===== config.mk =====
export PLATFORM = sky130hd
export DESIGN_NAME = fec_encoder_flat
export DESIGN_NICKNAME = d
export VERILOG_FILES = /design/src/rtl/fec_if.sv /design/src/rtl/fec_encoder.sv /design/src/flat_wrapper.sv
export SDC_FILE = /design/constraint.sdc
export NUM_CORES = 1
export LEC_CHECK = 0
export CELL_PAD_IN_SITES_DETAIL_PLACEMENT = 2
export CELL_PAD_IN_SITES_GLOBAL_PLACEMENT = 2
export CORE_MARGIN = 2
export CORE_UTILIZATION = 29
export DETAILED_ROUTE_END_ITERATION = 10
export HOLD_SLACK_MARGIN = 0.02
export PLACE_DENSITY = 0.76
export SLEW_MARGIN = 20
export SYNTH_ARGS = -nofsm -noshare
export SYNTH_HDL_FRONTEND = slang
export SYNTH_SLANG_ARGS = --single-unit

===== constraint.sdc =====
create_clock -name CLK -period 3.6 [get_ports CLK]
set_input_delay 0.72 -clock CLK [delete_from_list [all_inputs] [get_ports CLK]]
set_output_delay 0.72 -clock CLK [all_outputs]
set_load 0.005 [all_outputs]

===== src/rtl/fec_if.sv =====
// Block stream bundle between the transcoder and the FEC encoder.
// The master drives D_* blocks in; the slave returns E_* blocks out.
interface fec_if;
  logic        D_BLK_ENA;
  logic [64:0] D_BLK;
  logic        E_BLK_ENA;
  logic [64:0] E_BLK;
  logic        E_BLK_PAR;

  modport master (
    output D_BLK_ENA,
    output D_BLK,
    input  E_BLK_ENA,
    input  E_BLK,
    input  E_BLK_PAR
  );

  modport slave (
    input  D_BLK_ENA,
    input  D_BLK,
    output E_BLK_ENA,
    output E_BLK,
    output E_BLK_PAR
  );
endinterface


===== src/rtl/fec_encoder.sv =====
// 10GBASE-KR (2112,2080) FEC encoder: passes 32 blocks per frame and
// drops the 32-bit cyclic parity into the idle gap cycle.
module fec_encoder #(
  parameter logic [31:0] G_POLY     = 32'h00A0_0805,
  parameter int          FRAME_BLKS = 32
) (
  input  logic        CLK,
  input  logic        RST,
  input  logic        ENC_EN,
  input  logic        CSR_CLR,
  fec_if.slave        bus,
  output logic        CSR_STAT_ENC_LOCK,
  output logic        CSR_ERR_CADENCE,
  output logic [31:0] CSR_FRAME_CNT
);

  typedef enum logic [1:0] {
    IDLE,
    ALIGN,
    RUN
  } state_t;

  localparam logic [5:0] LP_LAST = 6'(FRAME_BLKS);

  state_t      r_state;
  state_t      w_state_nxt;
  logic [31:0] r_lfsr;
  logic [31:0] w_lfsr_adv;
  logic [31:0] w_lfsr_nxt;
  logic [31:0] w_par;
  logic [5:0]  r_cnt;
  logic [5:0]  w_cnt_nxt;
  logic        w_ena_nxt;
  logic [64:0] w_blk_nxt;
  logic        w_par_nxt;
  logic        w_inc;
  logic        w_err;

  // 65 serial division steps, D_BLK[0] first
  always_comb begin
    w_lfsr_adv = r_lfsr;
    for (int i = 0; i < 65; i++) begin
      w_lfsr_adv = {w_lfsr_adv[30:0], 1'b0}
        ^ ({32{bus.D_BLK[i] ^ w_lfsr_adv[31]}} & G_POLY);
    end
  end

  // highest-degree remainder term goes out first
  always_comb begin
    w_par = '0;
    for (int k = 0; k < 32; k++) begin
      w_par[k] = r_lfsr[31-k];
    end
  end

  always_ff @(posedge CLK) begin
    if (RST) begin
      r_state <= IDLE;
    end else begin
      r_state <= w_state_nxt;
    end
  end

  always_comb begin
    w_state_nxt = r_state;
    w_lfsr_nxt  = r_lfsr;
    w_cnt_nxt   = r_cnt;
    w_ena_nxt   = 1'b0;
    w_blk_nxt   = bus.D_BLK;
    w_par_nxt   = 1'b0;
    w_inc       = 1'b0;
    w_err       = 1'b0;
    if (!ENC_EN) begin
      w_state_nxt = IDLE;
      w_ena_nxt   = bus.D_BLK_ENA;
      w_lfsr_nxt  = '0;
      w_cnt_nxt   = '0;
    end else begin
      unique case (r_state)
        IDLE: begin
          w_state_nxt = ALIGN;
          w_ena_nxt   = bus.D_BLK_ENA;
          w_lfsr_nxt  = '0;
          w_cnt_nxt   = '0;
        end
        ALIGN: begin
          w_lfsr_nxt = '0;
          w_cnt_nxt  = '0;
          if (!bus.D_BLK_ENA) begin
            w_state_nxt = RUN;
          end
        end
        RUN: begin
          unique case (1'b1)
            (bus.D_BLK_ENA && r_cnt != LP_LAST): begin
              w_ena_nxt  = 1'b1;
              w_lfsr_nxt = w_lfsr_adv;
              w_cnt_nxt  = r_cnt + 6'd1;
            end
            (!bus.D_BLK_ENA && r_cnt == LP_LAST): begin
              w_ena_nxt  = 1'b1;
              w_blk_nxt  = {33'h0, w_par};
              w_par_nxt  = 1'b1;
              w_lfsr_nxt = '0;
              w_cnt_nxt  = '0;
              w_inc      = 1'b1;
            end
            default: begin
              w_err       = 1'b1;
              w_state_nxt = ALIGN;
              w_lfsr_nxt  = '0;
              w_cnt_nxt   = '0;
            end
          endcase
        end
        default: begin
          w_state_nxt = IDLE;
          w_lfsr_nxt  = '0;
          w_cnt_nxt   = '0;
        end
      endcase
    end
  end

  always_ff @(posedge CLK) begin
    if (RST) begin
      r_lfsr            <= '0;
      r_cnt             <= '0;
      bus.E_BLK_ENA     <= 1'b0;
      bus.E_BLK         <= '0;
      bus.E_BLK_PAR     <= 1'b0;
      CSR_STAT_ENC_LOCK <= 1'b0;
      CSR_ERR_CADENCE   <= 1'b0;
      CSR_FRAME_CNT     <= '0;
    end else begin
      r_lfsr            <= w_lfsr_nxt;
      r_cnt             <= w_cnt_nxt;
      bus.E_BLK_ENA     <= w_ena_nxt;
      bus.E_BLK         <= w_blk_nxt;
      bus.E_BLK_PAR     <= w_par_nxt;
      CSR_STAT_ENC_LOCK <= (w_state_nxt == RUN);
      if (CSR_CLR) begin
        CSR_FRAME_CNT   <= '0;
        CSR_ERR_CADENCE <= 1'b0;
      end else begin
        if (w_inc) begin
          CSR_FRAME_CNT <= CSR_FRAME_CNT + 32'd1;
        end
        if (w_err) begin
          CSR_ERR_CADENCE <= 1'b1;
        end
      end
    end
  end

endmodule


===== src/flat_wrapper.sv =====
// flat-port wrapper written by rule: the top's interface ports become plain ports
module fec_encoder_flat 
#(
  parameter logic [31:0] G_POLY     = 32'h00A0_0805,
  parameter int          FRAME_BLKS = 32
)
  (CLK, RST, ENC_EN, CSR_CLR, CSR_STAT_ENC_LOCK, CSR_ERR_CADENCE, CSR_FRAME_CNT, bus_D_BLK_ENA, bus_D_BLK, bus_E_BLK_ENA, bus_E_BLK, bus_E_BLK_PAR);
  fec_if bus_i ();
  input  logic CLK;
  input  logic RST;
  input  logic ENC_EN;
  input  logic CSR_CLR;
  output logic CSR_STAT_ENC_LOCK;
  output logic CSR_ERR_CADENCE;
  output logic [31:0] CSR_FRAME_CNT;
  input wire logic [$bits(bus_i.D_BLK_ENA)-1:0] bus_D_BLK_ENA;
  input wire logic [$bits(bus_i.D_BLK)-1:0] bus_D_BLK;
  output wire logic [$bits(bus_i.E_BLK_ENA)-1:0] bus_E_BLK_ENA;
  output wire logic [$bits(bus_i.E_BLK)-1:0] bus_E_BLK;
  output wire logic [$bits(bus_i.E_BLK_PAR)-1:0] bus_E_BLK_PAR;
  assign bus_i.D_BLK_ENA = bus_D_BLK_ENA;
  assign bus_i.D_BLK = bus_D_BLK;
  assign bus_E_BLK_ENA = bus_i.E_BLK_ENA;
  assign bus_E_BLK = bus_i.E_BLK;
  assign bus_E_BLK_PAR = bus_i.E_BLK_PAR;
  fec_encoder #(.G_POLY(G_POLY), .FRAME_BLKS(FRAME_BLKS)) u_core (.CLK(CLK), .RST(RST), .ENC_EN(ENC_EN), .CSR_CLR(CSR_CLR), .bus(bus_i), .CSR_STAT_ENC_LOCK(CSR_STAT_ENC_LOCK), .CSR_ERR_CADENCE(CSR_ERR_CADENCE), .CSR_FRAME_CNT(CSR_FRAME_CNT));
endmodule

### Selected gate families

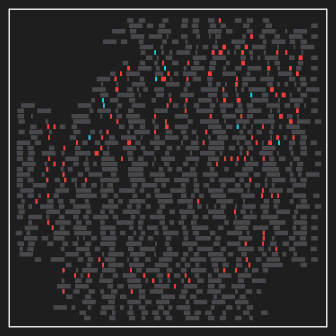
family	color	cells	most used
NAND gates	red	115	nand2_1
inverters	cyan	9	inv_1
commonest non-fill, non-tap cell in the layout: clkdlybuf4s50_1
final cell count without fillers: 1245
multi-input gate share of the layout cell area: 41.6%

### Met1 routing

Supply wires on this layer in gray.
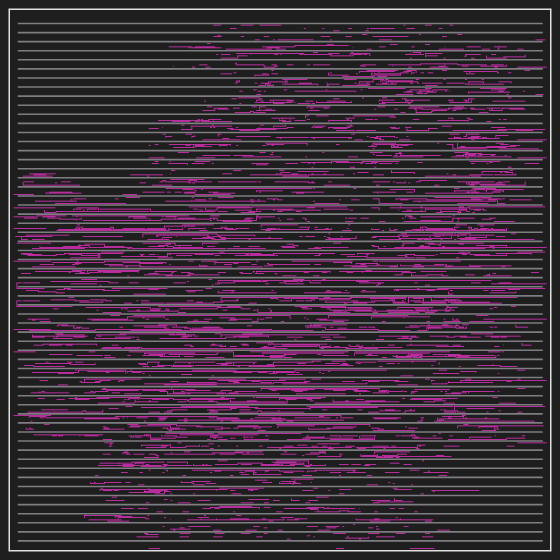
main direction	horizontal
wire length on this layer	10500 um
nets with wire on the layer	901
longest straight run	53.8 um
share of all routed wire	42%
total routed wirelength: 25200 um
grt met1 use: 23.3%
vias: 5710

### Where the registers sit

Other sequential cells in the stronger gray, the rest of the logic in the fainter gray.
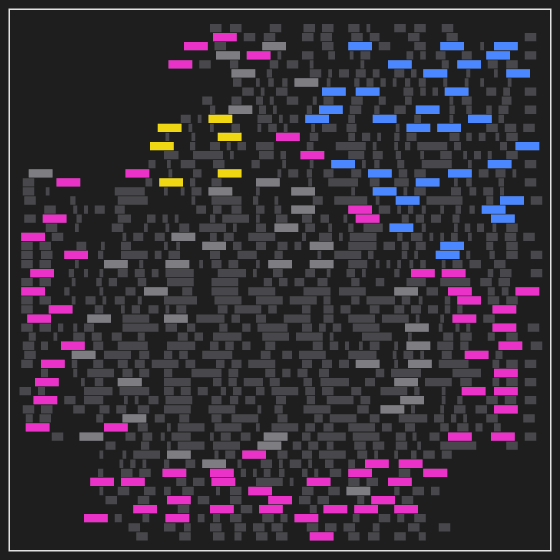
name in the netlist	color	flops
`u_core.CSR_FRAME_CNT`	blue	32
`u_core.bus.E_BLK`	magenta	65
`u_core.r_cnt`	yellow	6
not colored	38
final core utilization: 42.4%
Storage cell area: 2820 sq um
fraction of area in registers: 27.3%

==> run_summary.xml <==
<?xml version="1.0" encoding="UTF-8"?>
<metrics>
  <group name="setup_path">
    <metric name="cp_top_family" unit="">XOR/XNOR gates</metric>
    <metric name="cp_num_cells" unit="">9</metric>
    <metric name="critical_path_arrival" unit="ns">3.79</metric>
    <metric name="cpMaxStageDelayCell" unit="">clkdlybuf4s50_1</metric>
    <metric name="timing.critical_path.to" unit="">u_core.r_lfsr[28]</metric>
    <metric name="crit_path_start" unit="">bus_D_BLK[4]</metric>
    <metric name="critical_path.endpoint_type" unit="">register</metric>
    <metric name="critical_path.max_stage_delay" unit="ns">0.54</metric>
    <metric name="path_cells" unit="">clkdlybuf4s50_1, xnor2_4, buf_4, xnor3_1, xor2_1, xnor3_1, xnor3_1, xnor2_1, nor2_1</metric>
    <metric name="timing.reg2reg.setup_slack" unit="ns">0.47</metric>
    <metric name="critical-path-top-cell-by-count" unit="">xnor3_1</metric>
    <metric name="path_buffers" unit="">2</metric>
  </group>
  <group name="cells_and_area">
    <metric name="layout.nets" unit="">983</metric>
    <metric name="n_clock_buffer" unit="">19</metric>
    <metric name="final-comb-area" unit="sq um">4300</metric>
  </group>
  <group name="power_and_ir_drop">
    <metric name="power.share.sequential" unit="%">24.6</metric>
    <metric name="clock_net_power" unit="mW">1.92</metric>
    <metric name="p_int" unit="mW">4.45</metric>
    <metric name="swShare" unit="%">32.3</metric>
    <metric name="clock_share_of_power" unit="%">29.1</metric>
    <metric name="p_seq" unit="mW">1.62</metric>
  </group>
  <group name="clock_network">
    <metric name="clk_pin_slew_worst_paths" unit="ns">0.07</metric>
    <metric name="clock-root-buffer" unit="">clkbuf_16</metric>
    <metric name="clock_tree.buffer_depth" unit="">2</metric>
    <metric name="clkSinkCount" unit="">141</metric>
    <metric name="tritoncts.num_buffers" unit="">17</metric>
  </group>
  <group name="status">
    <metric name="outcome" unit="">finished clean</metric>
  </group>
  <group name="routing">
    <metric name="final_antenna_net_count" unit="">0</metric>
    <metric name="route.met3.wl" unit="um">1200</metric>
    <metric name="drt-met1-wl" unit="um">10500</metric>
    <metric name="post_drt_wl_per_cell" unit="um">20.3</metric>
    <metric name="met2RoutedLength" unit="um">13100</metric>
    <metric name="viasPerCell" unit="">4.59</metric>
  </group>
  <group name="hold_path">
    <metric name="holdPathStages" unit="">2</metric>
    <metric name="min_to" unit="">u_core.bus.E_BLK[25]</metric>
  </group>
  <group name="grt">
    <metric name="grt_pass1_vias" unit="">6284</metric>
    <metric name="grt-ovfl-total" unit="">0</metric>
  </group>
  <group name="final_timing">
    <metric name="maxSlewViolCount" unit="">0</metric>
    <metric name="max_clock_freq" unit="MHz">288</metric>
    <metric name="max-slew-margin-rel" unit="%">34.0</metric>
    <metric name="finalClockSkew" unit="ns">0.0110</metric>
  </group>
  <group name="floorplan">
    <metric name="floorplan.core_util" unit="%">29.6</metric>
    <metric name="n_tap_cell" unit="">324</metric>
    <metric name="die_h" unit="um">162</metric>
    <metric name="chip_area" unit="sq um">26200</metric>
  </group>
  <group name="place">
    <metric name="globalplace.congestion" unit="">0.925</metric>
  </group>
  <group name="yosys">
    <metric name="yosysSeqAreaShare" unit="%">39.1</metric>
    <metric name="post_synth_mux_share" unit="%">0.849</metric>
    <metric name="post_synth_and_or_nand_nor_area_fraction" unit="%">16.0</metric>
  </group>
</metrics>
## tightest hold or removal path, cell delays in order (launching register included)
cell and delay, ns:
dfxtp_1 0.32, nand2_1 0.05, a21oi_1 0.05
## synthesized netlist by cell type, types with 2 or more instances
| cell | instances | area (sq um) |
|---|---|---|
| xnor2_2 | 6 | 97.6 |
| mux2i_1 | 5 | 50.1 |
| xor2_1 | 49 | 429 |
| or3_1 | 6 | 37.5 |
| nor3b_1 | 2 | 15.0 |
| xor3_1 | 10 | 238 |
| xnor3_2 | 3 | 71.3 |
| xnor2_4 | 2 | 55.1 |
| nand2_1 | 87 | 327 |
| nand2b_1 | 3 | 18.8 |
| nand3_1 | 13 | 65.1 |
| and4_1 | 4 | 35.0 |
| nor2_1 | 63 | 236 |
| nand4_1 | 11 | 68.8 |
| ha_1 | 5 | 62.6 |
| inv_1 | 9 | 33.8 |
| and2_1 | 37 | 231 |
| xnor3_1 | 49 | 1100 |
| o21ai_0 | 8 | 40.0 |
| nor4_1 | 2 | 12.5 |
| clkbuf_1 | 23 | 86.3 |
| or2_2 | 4 | 25.0 |
| nor3_1 | 3 | 15.0 |
| a21oi_1 | 42 | 210 |
| dfxtp_1 | 141 | 2820 |
| and3_1 | 3 | 18.8 |
| xnor2_1 | 84 | 736 |
## flip-flops by register name, indices dropped and copies added (netlist names)
| signal | flops |
|---|---|
| u_core.CSR_ERR_CADENCE | 1 |
| u_core.CSR_FRAME_CNT | 32 |
| u_core.CSR_STAT_ENC_LOCK | 1 |
| u_core.bus.E_BLK | 65 |
| u_core.bus.E_BLK_ENA | 1 |
| u_core.bus.E_BLK_PAR | 1 |
| u_core.r_cnt | 6 |
| u_core.r_lfsr | 32 |
| u_core.r_state | 2 |
